==> src/rtl/fifo_pkg.sv <==
// Shared constants for the threshold FIFO and the condition FSM that drives it.
// Holds the default widths and the thresholds restored on reset.
package fifo_pkg;

    localparam int DATA_WIDTH_DEF  = 6;
    localparam int ADDR_WIDTH_DEF  = 4;
    localparam int UMBRAL_ALTO_DEF = 14;
    localparam int UMBRAL_BAJO_DEF = 2;

    // Occupancy vector needs one extra bit so a full FIFO is distinguishable from empty.
    function automatic int count_width(input int addr_width);
        return addr_width + 1;
    endfunction

endpackage : fifo_pkg

==> src/rtl/fifo_mem.sv <==
// Storage for fifo_umbral_cond: one synchronous write port and one registered read port.
// A same-address read and write in one cycle returns the previously stored word.
module fifo_mem
    import fifo_pkg::*;
#(
    parameter int DATA_WIDTH = DATA_WIDTH_DEF,
    parameter int ADDR_WIDTH = ADDR_WIDTH_DEF
) (
    input  logic                  clk,
    input  logic                  reset,
    input  logic                  wr_en,
    input  logic [ADDR_WIDTH-1:0] wr_addr,
    input  logic [DATA_WIDTH-1:0] wr_data,
    input  logic                  rd_en,
    input  logic [ADDR_WIDTH-1:0] rd_addr,
    output logic [DATA_WIDTH-1:0] rd_data
);

    localparam int DEPTH = 2 ** ADDR_WIDTH;

    logic [DATA_WIDTH-1:0] mem [DEPTH];

    // NOTE: the array itself is not reset; stale words are unreachable once the pointers clear.
    always_ff @(posedge clk) begin
        if (wr_en) begin
            mem[wr_addr] <= wr_data;
        end
    end

    // NOTE: non-blocking assignment keeps the read of mem[] ordered before a same-edge write.
    always_ff @(posedge clk) begin
        if (reset) begin
            rd_data <= '0;
        end else if (rd_en) begin
            rd_data <= mem[rd_addr];
        end
    end

endmodule : fifo_mem

==> src/rtl/fifo_umbral_cond.sv <==
// Synchronous FIFO with programmable almost-full/almost-empty thresholds and a sticky
// overflow/underflow error, both reloaded/cleared by the condition FSM's init strobe.
module fifo_umbral_cond
    import fifo_pkg::*;
#(
    parameter int DATA_WIDTH      = DATA_WIDTH_DEF,
    parameter int ADDR_WIDTH      = ADDR_WIDTH_DEF,
    parameter int UMBRAL_ALTO_RST = UMBRAL_ALTO_DEF,
    parameter int UMBRAL_BAJO_RST = UMBRAL_BAJO_DEF
) (
    input  logic                  clk,
    input  logic                  reset,
    input  logic                  init,
    input  logic [ADDR_WIDTH-1:0] umbral_alto,
    input  logic [ADDR_WIDTH-1:0] umbral_bajo,
    input  logic                  push,
    input  logic [DATA_WIDTH-1:0] data_in,
    input  logic                  pop,
    output logic [DATA_WIDTH-1:0] data_out,
    output logic                  valid_out,
    output logic                  fifo_empty,
    output logic                  fifo_full,
    output logic                  almost_full,
    output logic                  almost_empty,
    output logic                  fifo_error,
    output logic [ADDR_WIDTH:0]   count
);

    localparam int CW    = count_width(ADDR_WIDTH);
    localparam int DEPTH = 2 ** ADDR_WIDTH;

    logic [ADDR_WIDTH-1:0] wr_ptr;
    logic [ADDR_WIDTH-1:0] rd_ptr;
    logic [ADDR_WIDTH-1:0] alto_q;
    logic [ADDR_WIDTH-1:0] bajo_q;
    logic                  push_ok;
    logic                  pop_ok;
    logic                  err_set;

    assign fifo_empty   = (count == '0);
    assign fifo_full    = (count == CW'(DEPTH));
    assign almost_full  = (count >= {1'b0, alto_q});
    assign almost_empty = (count <= {1'b0, bajo_q});

    // A full FIFO still takes a push when a pop frees a slot in the same cycle.
    // NOTE: every always_comb output gets a default first so no latch is inferred.
    always_comb begin
        pop_ok  = 1'b0;
        push_ok = 1'b0;
        err_set = 1'b0;
        if (pop && !fifo_empty) begin
            pop_ok = 1'b1;
        end
        if (push && (!fifo_full || pop_ok)) begin
            push_ok = 1'b1;
        end
        if ((push && fifo_full && !pop_ok) || (pop && fifo_empty)) begin
            err_set = 1'b1;
        end
    end

    always_ff @(posedge clk) begin
        if (reset) begin
            wr_ptr    <= '0;
            rd_ptr    <= '0;
            count     <= '0;
            valid_out <= 1'b0;
        end else begin
            valid_out <= pop_ok;
            if (push_ok) begin
                wr_ptr <= wr_ptr + 1'b1;
            end
            if (pop_ok) begin
                rd_ptr <= rd_ptr + 1'b1;
            end
            unique case ({push_ok, pop_ok})
                2'b10:   count <= count + 1'b1;
                2'b01:   count <= count - 1'b1;
                default: count <= count;
            endcase
        end
    end

    // init clears the error even if a fault happens in the same cycle.
    always_ff @(posedge clk) begin
        if (reset) begin
            fifo_error <= 1'b0;
        end else if (init) begin
            fifo_error <= 1'b0;
        end else if (err_set) begin
            fifo_error <= 1'b1;
        end
    end

    always_ff @(posedge clk) begin
        if (reset) begin
            alto_q <= ADDR_WIDTH'(UMBRAL_ALTO_RST);
            bajo_q <= ADDR_WIDTH'(UMBRAL_BAJO_RST);
        end else if (init) begin
            alto_q <= umbral_alto;
            bajo_q <= umbral_bajo;
        end
    end

    fifo_mem #(
        .DATA_WIDTH (DATA_WIDTH),
        .ADDR_WIDTH (ADDR_WIDTH)
    ) u_mem (
        .clk     (clk),
        .reset   (reset),
        .wr_en   (push_ok),
        .wr_addr (wr_ptr),
        .wr_data (data_in),
        .rd_en   (pop_ok),
        .rd_addr (rd_ptr),
        .rd_data (data_out)
    );

endmodule : fifo_umbral_cond

==> config.mk <==
export PLATFORM = sky130hd
export DESIGN_NAME = fifo_umbral_cond
export DESIGN_NICKNAME = d
export VERILOG_FILES = /design/src/rtl/fifo_pkg.sv /design/src/rtl/fifo_mem.sv /design/src/rtl/fifo_umbral_cond.sv
export SDC_FILE = /design/constraint.sdc
export NUM_CORES = 1
export LEC_CHECK = 0
export CORE_MARGIN = 5
export CORE_UTILIZATION = 47
export DETAILED_ROUTE_END_ITERATION = 8
export PLACE_DENSITY = 0.66
export SETUP_SLACK_MARGIN = 0.3
export SLEW_MARGIN = 20
export SYNTH_ARGS = -nofsm -noshare
export SYNTH_HDL_FRONTEND = slang
export SYNTH_SLANG_ARGS = --single-unit
==> constraint.sdc <==
create_clock -name clk -period 2.5 [get_ports clk]
set_input_delay 0.5 -clock clk [delete_from_list [all_inputs] [get_ports clk]]
set_output_delay 0.5 -clock clk [all_outputs]
set_load 0.05 [all_outputs]
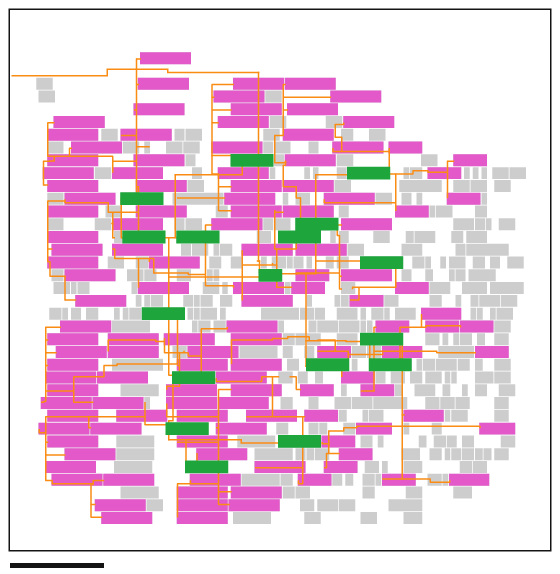
clock_map.png
The bar under the picture is 20 µm long.
[cells driving clock nets] green | count: 17
[clock wires] orange | length: 1,420 µm
[flip-flops] magenta | count: 125
routed clock nets	18

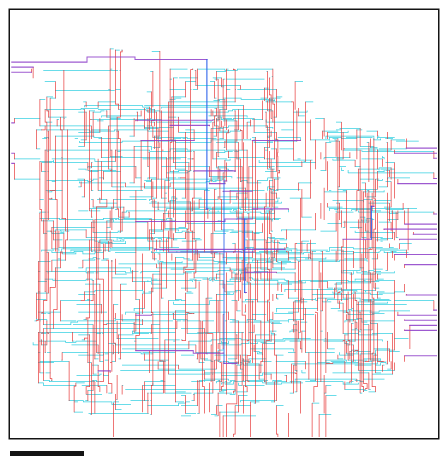
metal_stack.png
The bar under the picture is 20 µm long.
layer	color	wire length
met4	blue	118 µm
met1	cyan	4,760 µm
met3	purple	443 µm
met2	red	5,140 µm

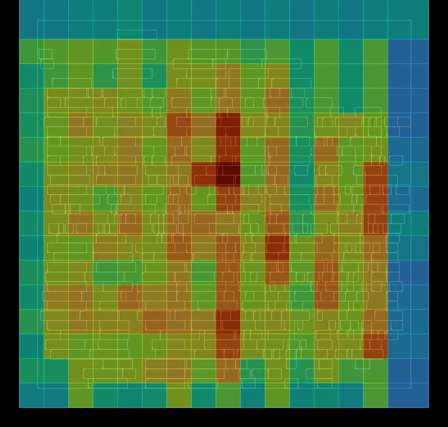
final_congestion.png
met2 GRT Util: 27.0%
GR Util met1: 22.3%
Tot GR Track Use: 16.8%
GRT busiest layer: met2
Final Util: 60.2%

==> impl_metrics.yaml <==
# implementation run metrics
outcome:
  outcome: "complete, no violations"
power:
  p_leak_nw: 2.32
timing:
  max_slew.worst_pin.slew_ns: 0.645
  clock_skew_ns: 0.00787
  rsz0062_at_grt: "true"
  finalSetupViolCount: 0
  fin_crit_ns: 2.41
  max_clock_freq_mhz: 415
  tns_ns: 0
critical_path:
  critPathTopFamily: "AND-OR/OR-AND gates"
  cp_num_cells: 7
  critical_path_class: "flop to output port"
  crit_arrival_ns: 1.91
  rrSetupSlack_ns: 0.43
  critPathMaxFanout: 2
  required_ns: 2.00
  r2r_start: "count[0]$_SDFFE_PP0P_"
floorplan:
  dieArea_mm2: 0.0132
  die_h_um: 115
  rows: 38
cts:
  root_buffer: "clkbuf_8"
  h-tree-depth: 4
  postCtsHoldBufs: 0
  ctsResizeCount: 19
  post_cts_buffers: 4
  cts.clk_slew.worst_paths_ns: 0.06
cells_and_area:
  fillers: 845
  diodes: 0
logic_synthesis:
  ff_type: "edfxtp_1"
  xor_share_pct: 1.69
  edf_count: 96
  yosys_warnings: 0
  ys_seq_share_pct: 66.9
global_routing:
  grt_antenna_before_repair: 0
  grt_max_degree: 27
  grt_first_pass_wirelength_mm: 16.6
  grt_overflow_total: 0
route:
  wl_mm: 10.5
  drc_errors: 0
  ant_nets: 0
  drtPass1Iterations: 4
power by group:
group	internal [W]	switching [W]	total, W
logic	0.000823	0.00118	0.00200
clock network	0.00143	0.000917	0.00235
registers	0.00239	0.000132	0.00252
kinds of logic (layout without fill, tap and decap cells):
group | after synthesis | in the layout
AOI/OAI and AO/OA | 51 | 51
muxes | 44 | 44
xor gates and xnor gates | 10 | 10
buffers and inverters | 29 | 108
and+or+nand+nor | 81 | 81
adders and majority gates | 14 | 14
DFF | 125 | 125
area by class of cell:
type,instances,area (µm²),area share (%)
Inverter,13,48.8,0.748
Sequential cell,125,3480,53.4
Clock inverter,14,154,2.36
Tap cell,140,175,2.69
Multi-Input combinational cell,200,1650,25.3
Clock buffer,18,418,6.41
Timing Repair Buffer,63,592,9.08
sequential cells by signal (all words and copies together) (netlist names):
| register | cells |
|---|---|
| u_mem.mem | 96 |
| alto_q | 4 |
| count | 5 |
| valid_out | 1 |
| u_mem.rd_data | 6 |
| bajo_q | 4 |
| fifo_error | 1 |
| wr_ptr | 4 |
| rd_ptr | 4 |
placed cells by master (no fill, tap or decap), types with 3 or more instances in the layout:
master and count:
edfxtp_1 96, nor2_1 39, mux2i_1 31, buf_4 27, dfxtp_1 23, clkdlybuf4s50_1 22, clkbuf_16 16, mux4_2 12
o22ai_1 12, ha_1 12, inv_1 11, nand2_1 11, dlygate4sd2_1 8, xor2_1 7, inv_6 7, a21oi_1 6
a22oi_1 6, a31oi_1 6, nand2b_1 5, o211ai_1 5, nor3_2 4, nor2b_1 4, o21ai_1 4, nand4_1 4
o21ai_0 4, dfxtp_4 4, xnor2_1 3, buf_12 3
metal layers:
layer	vias up	part of all wire (%)	track usage (%)
li1	1472	-	-
met1	1511	45	22.3
met2	62	49	27.0
met3	9	4.2	4.21
met4	0	1.1	5.56
met5	-	0	0
Power and IR drop assume default switching activity.
